Cell density map:
(2 px per um) The die is cut into 15 by 15 equal tiles; dark blue is low, red is high, 0 to 100% covered.
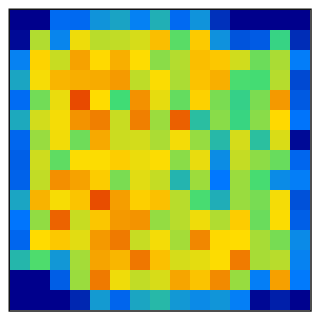
Routing congestion map:
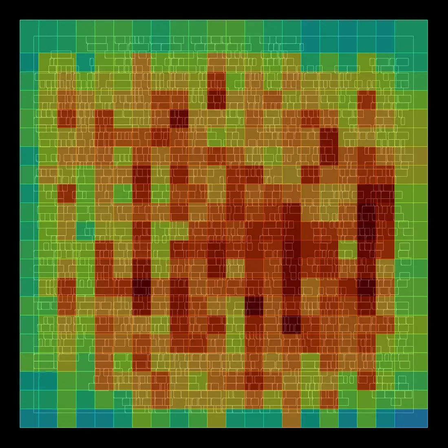
Wires at chosen ports, followed through buffers:
(2 px per um)
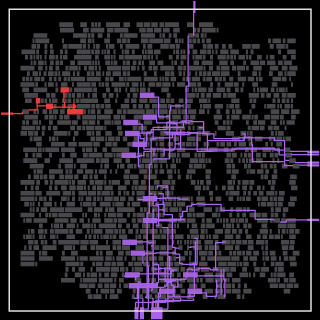
Routed clock nets over the placement:
(2 px per um)
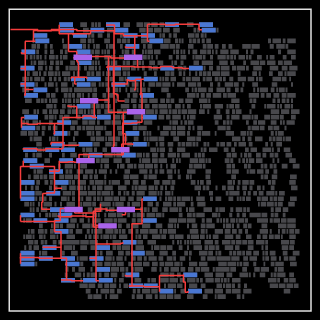
Metal 4:
(2 px per um) Supply wires on this layer in grey.
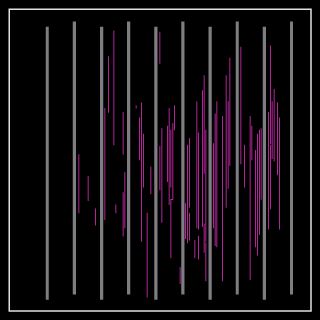
`config.mk`:
```
export PLATFORM = sky130hd
export DESIGN_NAME = cdr_lock_ctrl
export DESIGN_NICKNAME = d
export VERILOG_FILES = /design/src/rtl/cdr_pkg.sv /design/src/rtl/cdr_interval_classify.sv /design/src/rtl/cdr_lock_ctrl.sv
export SDC_FILE = /design/constraint.sdc
export NUM_CORES = 1
export LEC_CHECK = 0
export CORE_MARGIN = 5
export CORE_UTILIZATION = 60
export DETAILED_ROUTE_END_ITERATION = 8
export PLACE_DENSITY = 0.79
export RECOVER_POWER = 100
export SLEW_MARGIN = 10
export SYNTH_ARGS = -nofsm -noshare
export SYNTH_HDL_FRONTEND = slang
export SYNTH_SLANG_ARGS = --single-unit
```
`constraint.sdc`:
```
create_clock -name clk_200M -period 10.75 [get_ports clk_200M]
set_clock_uncertainty 0.15 [all_clocks]
set_input_delay 2.15 -clock clk_200M [delete_from_list [all_inputs] [get_ports clk_200M]]
set_output_delay 2.15 -clock clk_200M [all_outputs]
set_load 0.01 [all_outputs]
```
`src/rtl/cdr_pkg.sv`:
```
// Shared types and constants for the CDR acquisition/lock controller.
package cdr_pkg;

  typedef enum logic [2:0] {
    ST_IDLE     = 3'd0,
    ST_ACQUIRE  = 3'd1,
    ST_VERIFY   = 3'd2,
    ST_LOCKED   = 3'd3,
    ST_HOLDOVER = 3'd4
  } cdr_state_e;

  localparam int CDR_W = 16;
  localparam int ERR_W = 8;

  // Error counters stick at all-ones instead of wrapping.
  function automatic logic [ERR_W-1:0] err_sat_inc(input logic [ERR_W-1:0] v);
    return (&v) ? v : v + 1'b1;
  endfunction

endpackage

```
`src/rtl/cdr_interval_classify.sv`:
```
// Combinational classification of one edge interval against the current
// bit-interval threshold: harmonic match (k=1..4), short, long or error.
module cdr_interval_classify #(
  parameter int W   = 16,
  parameter int TOL = 2
) (
  input  logic [W-1:0] interval,
  input  logic [W-1:0] thr,
  output logic         match,
  output logic [2:0]   k,
  output logic         too_short,
  output logic         too_long,
  output logic         error
);

  // Three extra bits hold 4*thr+TOL without overflow.
  localparam int XW = W + 3;

  logic [XW-1:0] iv_x, thr_x, mult, lo, hi;
  logic          all_ones;

  always_comb begin
    iv_x     = XW'(interval);
    thr_x    = XW'(thr);
    all_ones = &interval;
    match    = 1'b0;
    k        = 3'd0;
    mult     = '0;
    lo       = '0;
    hi       = '0;
    // Walk downward so the lowest overlapping harmonic is the one kept.
    for (int i = 4; i >= 1; i--) begin
      mult = thr_x * XW'(i);
      lo   = (mult >= XW'(TOL)) ? mult - XW'(TOL) : '0;
      hi   = mult + XW'(TOL);
      if (!all_ones && iv_x >= lo && iv_x <= hi) begin
        match = 1'b1;
        k     = 3'(i);
      end
    end
    too_short = (thr_x >= XW'(TOL)) && (iv_x < thr_x - XW'(TOL));
    too_long  = all_ones || (iv_x > (thr_x << 2) + XW'(TOL));
    error     = too_short || (!match && !too_long);
  end

endmodule

```
`src/rtl/cdr_lock_ctrl.sv`:
```
// Acquire/verify/lock/holdover sequencer for bit-clock recovery; owns the
// bit-interval threshold handed to the recovered-clock divider.
module cdr_lock_ctrl
  import cdr_pkg::*;
#(
  parameter int W          = CDR_W,
  parameter int THR_INIT   = 100,
  parameter int MIN_INT    = 2,
  parameter int TOL        = 2,
  parameter int ACQ_EDGES  = 64,
  parameter int LOCK_EDGES = 256,
  parameter int MAX_ERR    = 4,
  parameter int WIN_EDGES  = 1024,
  parameter int TIMEOUT    = 65535
) (
  input  logic             clk_200M,
  input  logic             rst,
  input  logic             enable,
  input  logic             edge_stb,
  input  logic [W-1:0]     interval,
  output logic [W-1:0]     thr_o,
  output logic             thr_load,
  output logic             locked,
  output logic [2:0]       state_o,
  output logic [ERR_W-1:0] err_count
);

  localparam int ACQ_CW  = $clog2(ACQ_EDGES + 1);
  localparam int LOCK_CW = $clog2(LOCK_EDGES + 1);
  localparam int WIN_CW  = $clog2(WIN_EDGES + 1);
  localparam int IDLE_CW = $clog2(TIMEOUT + 1);

  cdr_state_e         state_q, state_d;
  logic [W-1:0]       thr_q, thr_d, min_q, min_d;
  logic               thr_load_q, thr_load_d, locked_q;
  logic [ACQ_CW-1:0]  edge_cnt_q, edge_cnt_d;
  logic [LOCK_CW-1:0] ok_q, ok_d, ok_new;
  logic [ERR_W-1:0]   err_q, err_d, err_new;
  logic [WIN_CW-1:0]  win_q, win_d, win_new;
  logic [IDLE_CW-1:0] idle_q, idle_d;
  logic               discard_q, discard_d;

  logic       c_match, c_short, c_long, c_error;
  logic [2:0] c_k;

  cdr_interval_classify #(.W(W), .TOL(TOL)) u_classify (
    .interval (interval),
    .thr      (thr_q),
    .match    (c_match),
    .k        (c_k),
    .too_short(c_short),
    .too_long (c_long),
    .error    (c_error)
  );

  // Edge events shared by the next-state and datapath processes.
  logic         acc, acq_done, verify_fail, verify_lock, win_end, win_fail;
  logic         tighten, timeout, run_st;
  logic [W-1:0] iv_min;

  assign acc         = edge_stb && !discard_q && (interval >= W'(MIN_INT));
  assign iv_min      = (interval < min_q) ? interval : min_q;
  assign acq_done    = acc && (edge_cnt_q == ACQ_CW'(ACQ_EDGES - 1));
  assign err_new     = c_error ? err_sat_inc(err_q) : err_q;
  assign ok_new      = ok_q + LOCK_CW'(c_match);
  assign win_new     = win_q + 1'b1;
  assign verify_fail = acc && (err_new > ERR_W'(MAX_ERR));
  assign verify_lock = acc && (ok_new == LOCK_CW'(LOCK_EDGES));
  assign win_end     = acc && (win_new == WIN_CW'(WIN_EDGES));
  assign win_fail    = win_end && (err_new > ERR_W'(MAX_ERR));
  assign tighten     = acc && c_match && (c_k == 3'd1) && (interval < thr_q);
  assign run_st      = (state_q == ST_VERIFY) || (state_q == ST_LOCKED);
  assign timeout     = run_st && !edge_stb && (idle_q == IDLE_CW'(TIMEOUT));

  always_ff @(posedge clk_200M) begin
    if (rst) begin
      state_q    <= ST_IDLE;
      thr_q      <= W'(THR_INIT);
      thr_load_q <= 1'b0;
      locked_q   <= 1'b0;
      min_q      <= '0;
      edge_cnt_q <= '0;
      ok_q       <= '0;
      err_q      <= '0;
      win_q      <= '0;
      idle_q     <= '0;
      discard_q  <= 1'b0;
    end else begin
      state_q    <= state_d;
      thr_q      <= thr_d;
      thr_load_q <= thr_load_d;
      locked_q   <= (state_d == ST_LOCKED);
      min_q      <= min_d;
      edge_cnt_q <= edge_cnt_d;
      ok_q       <= ok_d;
      err_q      <= err_d;
      win_q      <= win_d;
      idle_q     <= idle_d;
      discard_q  <= discard_d;
    end
  end

  always_comb begin
    state_d = state_q;
    case (state_q)
      ST_IDLE:     state_d = ST_ACQUIRE;
      ST_ACQUIRE:  if (acq_done) state_d = ST_VERIFY;
      ST_VERIFY: begin
        if (timeout)          state_d = ST_HOLDOVER;
        else if (verify_fail) state_d = ST_ACQUIRE;
        else if (verify_lock) state_d = ST_LOCKED;
      end
      ST_LOCKED: begin
        if (timeout)       state_d = ST_HOLDOVER;
        else if (win_fail) state_d = ST_ACQUIRE;
      end
      ST_HOLDOVER: if (acc) state_d = ST_VERIFY;
      default:     state_d = ST_IDLE;
    endcase
    if (!enable) state_d = ST_IDLE;
  end

  always_comb begin
    thr_d      = thr_q;
    thr_load_d = 1'b0;
    min_d      = min_q;
    edge_cnt_d = edge_cnt_q;
    ok_d       = ok_q;
    err_d      = err_q;
    win_d      = win_q;
    discard_d  = discard_q && !edge_stb;
    idle_d     = (edge_stb || !run_st) ? '0 :
                 (idle_q == IDLE_CW'(TIMEOUT)) ? idle_q : idle_q + 1'b1;

    case (state_q)
      ST_ACQUIRE: if (acc) begin
        min_d      = iv_min;
        edge_cnt_d = edge_cnt_q + 1'b1;
        if (acq_done) begin
          thr_d      = iv_min;
          thr_load_d = 1'b1;
        end
      end
      ST_VERIFY: if (acc) begin
        ok_d  = ok_new;
        err_d = err_new;
      end
      ST_LOCKED: if (acc) begin
        win_d = win_new;
        err_d = err_new;
        if (win_end && !win_fail) begin
          win_d = '0;
          err_d = '0;
        end
        // A failing window exit suppresses any tightening on that edge.
        if (tighten && !win_fail) begin
          thr_d      = interval;
          thr_load_d = 1'b1;
        end
      end
      // Resuming edge is scored against freshly cleared counters.
      ST_HOLDOVER: if (acc) begin
        ok_d  = LOCK_CW'(c_match);
        err_d = ERR_W'(c_error);
      end
      default: ;
    endcase

    if (state_d != state_q) begin
      case (state_d)
        ST_ACQUIRE: begin
          min_d      = '1;
          edge_cnt_d = '0;
          discard_d  = 1'b1;
        end
        ST_VERIFY: if (state_q == ST_ACQUIRE) begin
          ok_d  = '0;
          err_d = '0;
        end
        ST_LOCKED: begin
          win_d = '0;
          err_d = '0;
        end
        ST_HOLDOVER: discard_d = 1'b1;
        default: ;
      endcase
    end

    if (state_d != ST_VERIFY && state_d != ST_LOCKED) idle_d = '0;

    if (state_d == ST_IDLE) begin
      thr_d      = thr_q;
      thr_load_d = 1'b0;
      edge_cnt_d = '0;
      ok_d       = '0;
      err_d      = '0;
      win_d      = '0;
      discard_d  = 1'b0;
    end
  end

  assign thr_o     = thr_q;
  assign thr_load  = thr_load_q;
  assign locked    = locked_q;
  assign state_o   = state_q;
  assign err_count = err_q;

endmodule

```
==> results.cfg <==
; yosys + openroad results
[final_layout]
comb-cell-share_pct = 74.7
n_sequential_cell = 89
diodes = 0
clock_buffers = 9
fin_cells = 1789
layout.nonclk_buf_share_pct = 4.63
n_all_buffers = 64
synthToLayoutAreaGrowth_pct = 7.86
dominant_cells = logic gates

[critical_path]
reg2reg_setup_slack_ns = 1.25
timing.rr.end = min_q[1]
crit_cells = 34
slowest_delay_ns = 0.66
arrival_ns = 9.61
reg2regPathDepth = 34
crit_path_end_kind = flop
worstSetupStartpointType = flop
worst-path-buf-inv = 1
cp-startpoint = thr_o[8]

[drt]
met3WireLength_mm = 3.18
firstDrtPassIters = 8
drc = 0
wl_met2_mm = 16.8
drtIter0Drc = 1026
met1_length_mm = 15.7

[global_route]
grt_pass1_vias = 11300
use_met1_pct = 43.6

[clock_tree]
postCtsSetupRepairBufs = 0
clk_pin_slew_ns = 0.07
cts_buffers = 9
cts_resized = 0

[sta]
fin_ws_ns = 1.25
worst_pin_slew_ns = 1.19
finalSetupViolCount = 0
fin_crit_sh_pct = 88.3
grt_setup_unrepaired = no
relSlewSlack_pct = 20.4

[yosys]
async_reset_ff_share_pct = 0
xor_share_pct = 8.31
avgSynthCellArea_um2 = 7.85
edf_count = 0
synth-main-ff-cell = dfxtp_1
yosysTopAreaCellShare_pct = 22.6
synth.yosys.warnings = 0
synth_cells = 1500
top_area_cell = ha_1
synth_compound_gate_area_share_pct = 22.0
adder_share_pct = 22.8
ys_sh_simple_pct = 24.6

[power_and_ir_drop]
power_combinational_mw = 0.180
combPwrFrac_pct = 21.0
p_sw_mw = 0.261

[floorplan]
die_area_um2 = 22500
dieHeight_um = 150

[placed_design]
dp_cells = 1773

[hold_path]
hold_depth = 2
hold_path.class = flop to flop

[run_status]
status = completed

[run]
maxCapViolCount = 0
Notes on 'cell density map' above:
nearly empty tiles: 5.8%
tiles over 75% full: 25%
emptiest ninth of the die: north-east
final core utilization: 65.5%
FP Util: 60.7%
Core ar.: 19400 um2

Notes on 'routing congestion map' above:
gr usage total: 33.9%
met3 Usage GRT: 6.05%
GRT Max-Usage Layer: met2
drt wl/cell: 21.2 um

Notes on 'wires at chosen ports, followed through buffers' above:
legend:
  red:
    port: `edge_stb`
    bits: 1
    direction: input
    edge: west
    end_cells: 7
    buffers: 1
    wire: 55.9 um
  purple:
    port: `thr_o`
    bits: 16
    direction: output
    edge: 10 south, 5 east, 1 north
    end_cells: 16
    buffers: 16
    wire: 1560 um
port buffer count: 48
# IOs: 49

Notes on 'routed clock nets over the placement' above:
legend:
  purple:
    item: cells driving clock nets
    count: 9
  blue:
    item: flip-flops
    count: 89
  red:
    item: clock wires
    length: 1220 um
routed clock nets: 10
Skew-Pair Late Insertion Delay: 0.35 ns
clock group share of total power: 38.9%
Clock Power: 0.332 mW

Notes on 'metal 4' above:
wire length on this layer: 2270 um
share of all routed wire: 6.0%
Post-Route WL: 37.9 mm
Vias: 11900

Power figures rest on the tool's default switching activity, not on a simulated workload.
